Figure 1. Sequential cells grouped by signal name.
Other sequential cells in the stronger grey, the rest of the logic in the fainter grey.
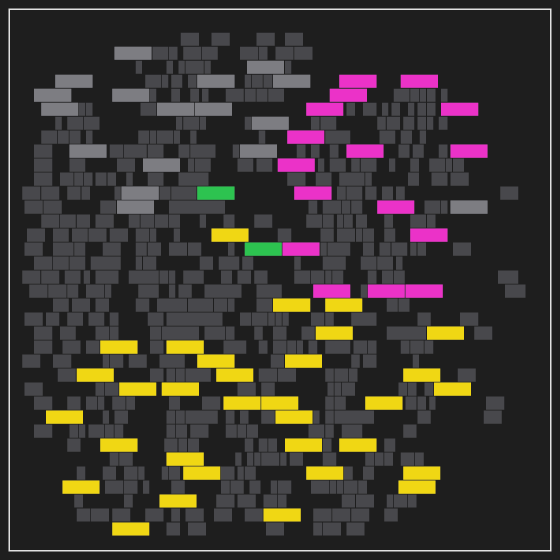
Figure 2. Track usage over the die.
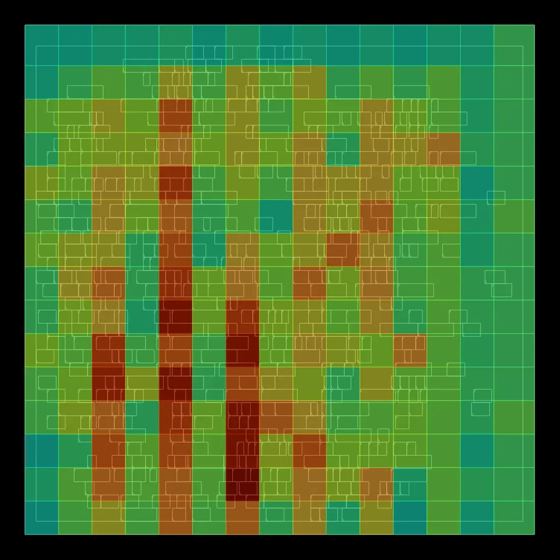
<file path="config.mk">
export PLATFORM = sky130hd
export DESIGN_NAME = pipeline_hazard_ctrl
export DESIGN_NICKNAME = d
export VERILOG_FILES = /design/src/rtl/pipeline_hazard_ctrl.sv
export SDC_FILE = /design/constraint.sdc
export NUM_CORES = 1
export LEC_CHECK = 0
export CAP_MARGIN = 20
export CORE_MARGIN = 2
export CORE_UTILIZATION = 35
export CTS_CLUSTER_DIAMETER = 200
export DETAILED_ROUTE_END_ITERATION = 10
export GPL_ROUTABILITY_DRIVEN = 0
export PLACE_DENSITY = 0.63
export SLEW_MARGIN = 5
export SYNTH_ARGS = -nofsm -noshare
export SYNTH_HDL_FRONTEND = slang
export SYNTH_SLANG_ARGS = --single-unit
</file>
<file path="constraint.sdc">
create_clock -name clk -period 3 [get_ports clk]
set_clock_uncertainty 0.15 [all_clocks]
set_input_delay 0.6 -clock clk [delete_from_list [all_inputs] [get_ports clk]]
set_output_delay 0.6 -clock clk [all_outputs]
set_load 0.01 [all_outputs]
</file>
<file path="src/rtl/pipeline_hazard_ctrl.sv">
// Pipeline hazard controller: load-use bubbles, branch redirect flushes and memory-wait freezes,
// with stall/flush statistics and a sticky memory-timeout flag.
//
// state   | meaning
// --------+---------------------------------------------------------------
// RUN     | previous cycle advanced normally
// BUBBLE  | previous cycle inserted a load-use bubble into decode/execute
// FLUSH   | previous cycle applied a redirect and flushed fetch/decode
// MEMWAIT | previous cycle froze the pipeline waiting on data memory
module pipeline_hazard_ctrl #(
    parameter int TIMEOUT = 255
) (
    input  logic        clk,
    input  logic        rst,
    input  logic [4:0]  id_rs1,
    input  logic [4:0]  id_rs2,
    input  logic        id_use_rs1,
    input  logic        id_use_rs2,
    input  logic [4:0]  ex_rd,
    input  logic        ex_is_load,
    input  logic        ex_redirect,
    input  logic        mem_req,
    input  logic        mem_ready,
    output logic        pipe_ce,
    output logic        pc_we,
    output logic        fd_we,
    output logic        fd_flush,
    output logic        de_ena,
    output logic [1:0]  state,
    output logic [31:0] stall_cycles,
    output logic [15:0] flush_count,
    output logic        mem_timeout
);

    typedef enum logic [1:0] {
        RUN     = 2'd0,
        BUBBLE  = 2'd1,
        FLUSH   = 2'd2,
        MEMWAIT = 2'd3
    } state_e;

    localparam logic [16:0] TIMEOUT_W = 17'(TIMEOUT);

    state_e      state_q, state_d;
    logic [31:0] stall_q;
    logic [15:0] flush_q;
    logic [15:0] wait_q, wait_d;
    logic        timeout_q;

    logic load_use;
    logic mem_stall;
    logic stall_inc;
    logic flush_apply;
    logic timeout_hit;

    assign load_use  = ex_is_load && (ex_rd != 5'd0) &&
                       ((id_use_rs1 && (id_rs1 == ex_rd)) ||
                        (id_use_rs2 && (id_rs2 == ex_rd)));
    // mem_ready only matters while an access is actually outstanding
    assign mem_stall = mem_req && !mem_ready;

    always_comb begin
        pipe_ce     = 1'b1;
        pc_we       = 1'b1;
        fd_we       = 1'b1;
        fd_flush    = 1'b0;
        de_ena      = 1'b1;
        state_d     = RUN;
        stall_inc   = 1'b0;
        flush_apply = 1'b0;

        if (rst) begin
            fd_flush = 1'b1;
            de_ena   = 1'b0;
        end else if (mem_stall) begin
            // frozen inputs hold any pending redirect until the access completes
            pipe_ce   = 1'b0;
            pc_we     = 1'b0;
            fd_we     = 1'b0;
            state_d   = MEMWAIT;
            stall_inc = 1'b1;
        end else if (ex_redirect) begin
            fd_flush    = 1'b1;
            de_ena      = 1'b0;
            state_d     = FLUSH;
            flush_apply = 1'b1;
        end else if (load_use) begin
            pc_we     = 1'b0;
            fd_we     = 1'b0;
            de_ena    = 1'b0;
            state_d   = BUBBLE;
            stall_inc = 1'b1;
        end
    end

    always_comb begin
        wait_d = 16'd0;
        if (state_q == MEMWAIT) begin
            wait_d = (wait_q == 16'hFFFF) ? wait_q : wait_q + 16'd1;
        end
    end

    assign timeout_hit = (state_q == MEMWAIT) && (wait_q != 16'hFFFF) &&
                         (({1'b0, wait_q} + 17'd1) == TIMEOUT_W);

    always_ff @(posedge clk) begin
        if (rst) begin
            state_q   <= RUN;
            stall_q   <= 32'd0;
            flush_q   <= 16'd0;
            wait_q    <= 16'd0;
            timeout_q <= 1'b0;
        end else begin
            state_q <= state_d;
            wait_q  <= wait_d;
            if (stall_inc) begin
                stall_q <= stall_q + 32'd1;
            end
            if (flush_apply && (flush_q != 16'hFFFF)) begin
                flush_q <= flush_q + 16'd1;
            end
            if (timeout_hit) begin
                timeout_q <= 1'b1;
            end
        end
    end

    assign state        = state_q;
    assign stall_cycles = stall_q;
    assign flush_count  = flush_q;
    assign mem_timeout  = timeout_q;

endmodule

</file>
==> flow_summary.ini <==
; yosys + openroad results
[outcome]
outcome = complete, no violations

[floorplanning]
dieHeight_um = 105
die_x_um = 105
core_sq_mm = 0.00982
tapCellCount = 133

[layout]
nFillCells = 1013
design.seq.count = 67
largestClassByArea = combinational gates
drive_above_1_share_pct = 12.8
clk_share_pct = 4.31
comb_share_pct = 43.2
fin_area_sq_mm = 0.00482

[place]
dp.cells = 632
placed_cell_area_sq_mm = 0.00456

[worst_setup_path]
rr_startpoint = wait_q[0]$_SDFFE_PP0P_
r2r_end = wait_q[0]$_SDFFE_PP0P_
cp.arrival_ps = 2190
worstPathRequired_ps = 2250
crit_chain = clkdlybuf4s50_1 > or4_4 > o21ai_4 > inv_2 > a21oi_4 > nor2_4 > inv_4 > buf_6

[grt]
grt_use_met1_pct = 20.4
grt_max_degree = 28
grt_antenna_before_repair = 0
grt_use_met3_pct = 4.43

[synth]
top_cells_by_area = dfxtp_1 (38%), a21oi_1 (5.8%), xnor2_1 (4.7%), o31ai_1 (4.4%), or4_1 (4.2%)
syn_nets = 446
yosys_most_used_dff = dfxtp_1
syn-mean-instance-area_sq_um = 8.52
synth.most_common_cell = dfxtp_1
ys_sh_mux_pct = 1.19
synth_area_sq_mm = 0.00357

[final_timing]
finalWorstSetupSlack_ps = 64.2
setup_violations = 0
fin_tns_setup_ps = 0

[power]
vdd_ir_drop_max_v = 0.000179
static-leakage-power_uw = 0.00155
pg_seq_uw = 901
combPwrFrac_pct = 8.0
powerComb_uw = 150

[routing]
drt_iter0_markers = 118
wl_met1_mm = 4.14
first_pass_iters = 4
final_antenna_net_count = 0

[clocking]
cts_resized = 14
## Picture notes: Figure 1
wait_q -> magenta  # placed flops 16
state -> green  # placed flops 2
stall_cycles -> yellow  # placed flops 32

## Picture notes: Figure 2
Top Usage Layer GRT: met2
Total GRT Usage: 16.8%
GRT met2 Usage: 28.7%

Power and IR drop assume default switching activity.
